### config.mk
export PLATFORM = sky130hd
export DESIGN_NAME = mem_port_arbiter
export DESIGN_NICKNAME = d
export VERILOG_FILES = /design/src/rtl/mem_port_arbiter.sv
export SDC_FILE = /design/constraint.sdc
export NUM_CORES = 1
export LEC_CHECK = 0
export CORE_AREA = 2 2 127 129
export CTS_BUF_LIST = sky130_fd_sc_hd__clkbuf_8
export CTS_CLUSTER_SIZE = 12
export DETAILED_ROUTE_END_ITERATION = 6
export DIE_AREA = 0 0 129 131
export DONT_BUFFER_PORTS = 1
export HOLD_SLACK_MARGIN = 0.05
export PLACE_DENSITY = 0.52
export SLEW_MARGIN = 20
export SYNTH_ARGS = -nofsm -noshare
export SYNTH_HDL_FRONTEND = slang
export SYNTH_SLANG_ARGS = --single-unit
### constraint.sdc
create_clock -name clk -period 2.66 [get_ports clk]
set_clock_uncertainty 0.1 [all_clocks]
set_input_delay 0.399 -clock clk [delete_from_list [all_inputs] [get_ports clk]]
set_output_delay 0.399 -clock clk [all_outputs]
set_load 0.05 [all_outputs]
### src/rtl/mem_port_arbiter.sv
// Round-robin arbiter sharing one single-port memory among N_REQ requesters.
// Ports: clk, rst_n; per-requester req/write/addr/wdata in, ack/rdata_vld/err
// out; broadcast rdata, owner, busy; memory side mem_req/mem_write/mem_addr/
// mem_wdata out, mem_ack/mem_rdata_vld/mem_rdata in.
// Optional macro MEMARB_RD_TIMEOUT_EN adds a read-response timeout (TO_CYCLES).
module mem_port_arbiter #(
    parameter int N_REQ     = 4,
    parameter int MEM_AW    = 16,
    parameter int MEM_DW    = 32,
    parameter int TO_CYCLES = 256
) (
    input  logic                      clk,
    input  logic                      rst_n,
    input  logic [N_REQ-1:0]          req,
    input  logic [N_REQ-1:0]          write,
    input  logic [N_REQ*MEM_AW-1:0]   addr,
    input  logic [N_REQ*MEM_DW-1:0]   wdata,
    output logic [N_REQ-1:0]          ack,
    output logic [N_REQ-1:0]          rdata_vld,
    output logic [MEM_DW-1:0]         rdata,
    output logic [$clog2(N_REQ)-1:0]  owner,
    output logic                      busy,
    output logic [N_REQ-1:0]          err,
    output logic                      mem_req,
    output logic                      mem_write,
    output logic [MEM_AW-1:0]         mem_addr,
    output logic [MEM_DW-1:0]         mem_wdata,
    input  logic                      mem_ack,
    input  logic                      mem_rdata_vld,
    input  logic [MEM_DW-1:0]         mem_rdata
);

    localparam int OW = $clog2(N_REQ);

    if (N_REQ < 2 || N_REQ > 8 || TO_CYCLES < 1 || TO_CYCLES > 65535) begin : g_param_chk
        $error("mem_port_arbiter: parameter out of range");
    end

    typedef enum logic [1:0] {
        IDLE,
        ISSUE,
        WAIT_RD,
        DONE
    } state_t;

    state_t state, state_n;

    logic [OW-1:0]    last;
    logic [OW-1:0]    gnt;
    logic [OW-1:0]    cand;
    logic [N_REQ-1:0] own_oh;
    logic             rd_cap;
    logic             to_hit;

    assign own_oh = N_REQ'(1) << owner;

    // Scan offsets from farthest to nearest so the nearest set bit after
    // 'last' (with wrap) is the one left in gnt.
    always_comb begin
        gnt  = last;
        cand = '0;
        for (int i = N_REQ; i >= 1; i--) begin
            if (int'(last) + i >= N_REQ)
                cand = OW'(int'(last) + i - N_REQ);
            else
                cand = OW'(int'(last) + i);
            if (req[cand])
                gnt = cand;
        end
    end

`ifdef MEMARB_RD_TIMEOUT_EN
    localparam logic [15:0] TO_LAST = 16'(TO_CYCLES - 1);

    logic [15:0] to_cnt;

    // Held at zero outside WAIT_RD, so it starts from 0 on entry.
    always_ff @(posedge clk or negedge rst_n) begin
        if (!rst_n)
            to_cnt <= '0;
        else if (state != WAIT_RD)
            to_cnt <= '0;
        else
            to_cnt <= to_cnt + 16'd1;
    end
`endif

    always_ff @(posedge clk or negedge rst_n) begin
        if (!rst_n)
            state <= IDLE;
        else
            state <= state_n;
    end

    always_comb begin
        state_n = state;
        rd_cap  = 1'b0;
        to_hit  = 1'b0;
        unique case (state)
            IDLE: begin
                if (|req)
                    state_n = ISSUE;
            end
            ISSUE: begin
                if (mem_ack) begin
                    if (mem_write) begin
                        state_n = DONE;
                    end else if (mem_rdata_vld) begin
                        rd_cap  = 1'b1;
                        state_n = DONE;
                    end else begin
                        state_n = WAIT_RD;
                    end
                end
            end
            WAIT_RD: begin
                if (mem_rdata_vld) begin
                    rd_cap  = 1'b1;
                    state_n = DONE;
                end
`ifdef MEMARB_RD_TIMEOUT_EN
                else if (to_cnt == TO_LAST) begin
                    to_hit  = 1'b1;
                    state_n = DONE;
                end
`endif
            end
            DONE: begin
                state_n = IDLE;
            end
            default: begin
                state_n = IDLE;
            end
        endcase
    end

    always_ff @(posedge clk or negedge rst_n) begin
        if (!rst_n) begin
            last      <= OW'(N_REQ - 1);
            owner     <= '0;
            busy      <= 1'b0;
            ack       <= '0;
            rdata_vld <= '0;
            rdata     <= '0;
            mem_req   <= 1'b0;
            mem_write <= 1'b0;
            mem_addr  <= '0;
            mem_wdata <= '0;
`ifdef MEMARB_RD_TIMEOUT_EN
            err       <= '0;
`endif
        end else begin
            ack       <= '0;
            rdata_vld <= '0;
            busy      <= (state_n != IDLE);
`ifdef MEMARB_RD_TIMEOUT_EN
            err       <= '0;
`endif
            if (state == IDLE && |req) begin
                owner     <= gnt;
                last      <= gnt;
                mem_req   <= 1'b1;
                mem_write <= write[gnt];
                mem_addr  <= addr[gnt*MEM_AW +: MEM_AW];
                mem_wdata <= wdata[gnt*MEM_DW +: MEM_DW];
            end
            if (state == ISSUE && mem_ack)
                mem_req <= 1'b0;
            if (rd_cap) begin
                rdata     <= mem_rdata;
                rdata_vld <= own_oh;
            end
            if (state != DONE && state_n == DONE)
                ack <= own_oh;
            if (to_hit) begin
                rdata <= '0;
`ifdef MEMARB_RD_TIMEOUT_EN
                err   <= own_oh;
`endif
            end
        end
    end

`ifndef MEMARB_RD_TIMEOUT_EN
    assign err = '0;
`endif

endmodule

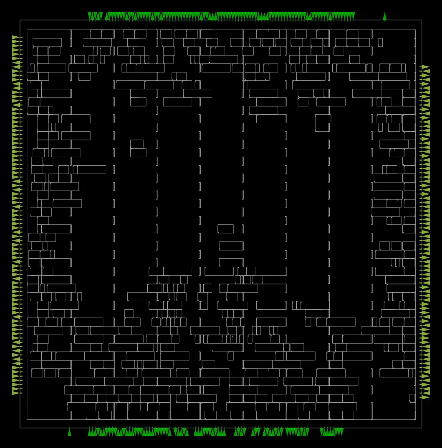
Figure 1: cell outlines without signal wires.
Fill cells: 1,530
final core utilization: 36.3%
n_taps: 216
seq_cells: 97

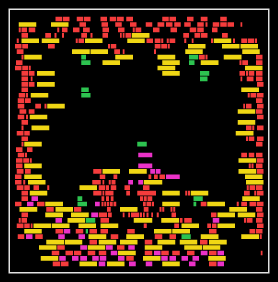
Figure 2: cell classes on the final placement.
(2 px per um)
legend:
  yellow:
    class: flops
    cells: 97
    share_of_their_area: 45%
  red:
    class: combinational and other logic
    cells: 293
    share_of_their_area: 44%
  magenta:
    class: other buffers and delay cells
    cells: 39
    share_of_their_area: 7.6%
  green:
    class: clock drivers and dummy loads
    cells: 16
    share_of_their_area: 3.3%

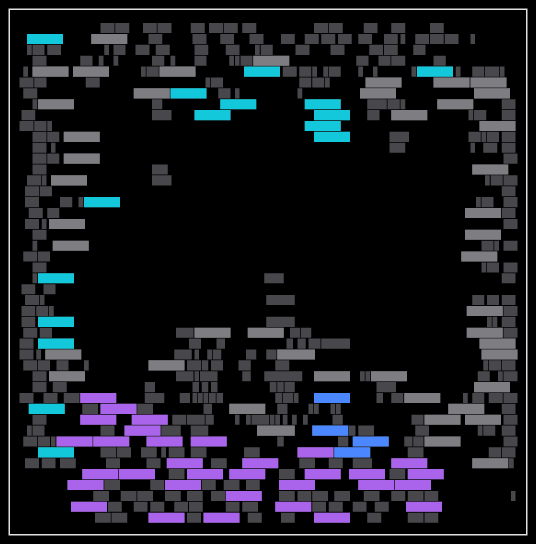
Figure 3: where the registers sit.
(4 px per um) Other sequential cells in the stronger gray, the rest of the logic in the fainter gray.
legend:
  purple:
    netlist_name: rdata
    flops: 32
  cyan:
    netlist_name: mem_addr
    flops: 16
  blue:
    netlist_name: ack
    flops: 4
not colored: 45

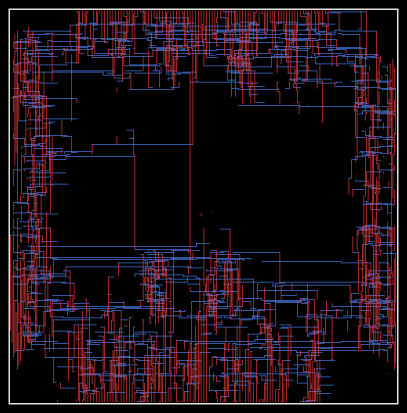
Figure 4: wiring by layer.
(3 px per um) Two of the layers only.
legend:
  red:
    layer: metal 2
    wire_length: 6,980 um
  blue:
    layer: metal 1
    wire_length: 4,900 um

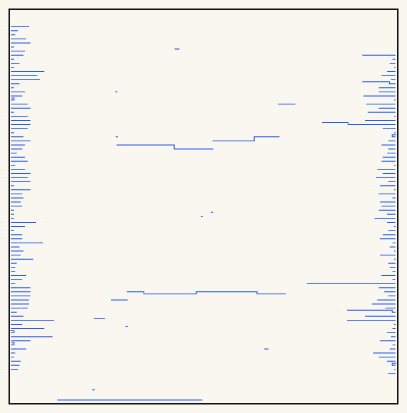
Figure 5: met3 routing.
(3 px per um)
main direction: horizontal
nets with wire on the layer: 168
wire length on this layer: 885 um
longest straight run: 48.1 um

[registers in the layout, indices dropped and copies added, names as in the netlist]
signal     count
rdata         32
last           2
mem_req        1
rdata_vld      4
owner          2
ack            4
mem_addr      16
busy           1
mem_write      1
mem_wdata     32
state          2
[area by class of cell]
cell class	count	area share (%)
timing repair buffer	39	7.20
clock inverter	7	0.972
sequential	97	42.9
inverter	5	0.331
tap	216	4.77
clock buffer	9	2.19
multi-input combinational	288	41.7
[worst reg2reg max path, cell delays in order (launching register included)]
cell and delay, ns:
dfrtp_1 0.44, inv_1 0.13, ha_1 0.21, nand2_1 0.08, nor2_1 0.10, o211a_1 0.15
buf_4 0.37, mux2_2 0.41
==> run summary <==
H-tree depth - 3
Fin. Hold Viols - 97
Clock Latency Late Sink - 0.38 ns
Cell Type Count - 33
Tot Pwr - 8.64 mW
total internal power - 3.81 mW
Crit path buffers/inverters - 2
Max Slew Vio Count - 0
first-pass GRT wire length - 18,700 um
top routing layer used - met4
yosys aoi share - 10.3%
RSZ-0062 raised after global routing - false
Slew @ Worst Pin - 0.718 ns
via count - 3,510
P_sw - 4.84 mW
Critical Path, Cell by Cell - inv_1 -> ha_1 -> nand2_1 -> nor2_1 -> o211a_1 -> buf_4 -> mux2_2
via/cell ratio - 5.31
failing checks - hold timing
RR Startpoint - state[1]
CTS clk-pin slew, worst paths - 0.10 ns
total gr overflow - 0
comb. cell area - 2360 um^2
Sw Share - 55.9%
Flop pwr share - 58.3%
final hold slack - -0.398 ns
Slew headroom - 52.1%
final period utilization - 78.8%
CP Class - reg2reg
R2R depth - 7
Critical Path Source - state[1]
sequential share of the synthesized area - 48.7%
Combinational Power Share - 31.1%
drt total wl - 13,000 um
Reg-to-Reg End - rdata[18]
Critical Path Source Type - flip-flop
VDD IR-drop max - 0.000626 V
First DRT Iteration DRCs - 151
wire length per cell - 19.6 um
endpoints failing setup - 0
crit path capture type - flip-flop
busiest grt layer - met2
CTS sink count - 97
GP Congestion - 0.811
Post-synth EDFFs - 0
most frequent logic cell in the layout - mux2i_1
ANT nets after route - 0
ys flops - 97
largest net degree at the start of global routing - 98
Final #Nets - 682
Max Fclk - 477 MHz
setup TNS - 0 ns
gr usage total - 14.6%
# Max-Cap Violations - 0
Buffers on Ports - 0
final instance area - 5670 um^2
DR DRC count - 0
DP Area - 5180 um^2
critical path capture point - rdata[18]
fin crit period - 2.10 ns
CP Depth - 7
Top cell area share - 47.6%
max incr delay on CP - 0.44 ns
met1 usage - 16.1%
Root Buffer - clkbuf_8
P_seq - 5.04 mW
vias in the first global route - 3,512
ys flop type - dfrtp_1
YS warnings - 0
total CTS buffers - 9
post-route insts no fill - 661
most frequent cell after synthesis - mux2i_1
cell taking the most area after synthesis - dfrtp_1
synthesized area per cell - 11.8 um^2
Mux area share - 27.1%
simple share - 7.62%
CP Data Arrival Time - 2.26 ns
ant diodes - 0
M3 GR Usage - 3.99%
Final Worst Setup Slack - 0.564 ns
CTS tree - done
Met2 Wirelength - 6980 um
critical path's top delay family - buffers and inverters
Commonest cells post-synth - mux2i_1, dfrtp_1, nand2_1
number of cells in Yosys stat - 424
share of layout cells above drive strength 1 - 14.2%
post-synthesis cell count - 424
Reg area - 2430 um^2
Adder Share, Synth - 1.50%
run status - complete, but fails checks
No activity file was given, so power comes from the tool's default toggle rates.
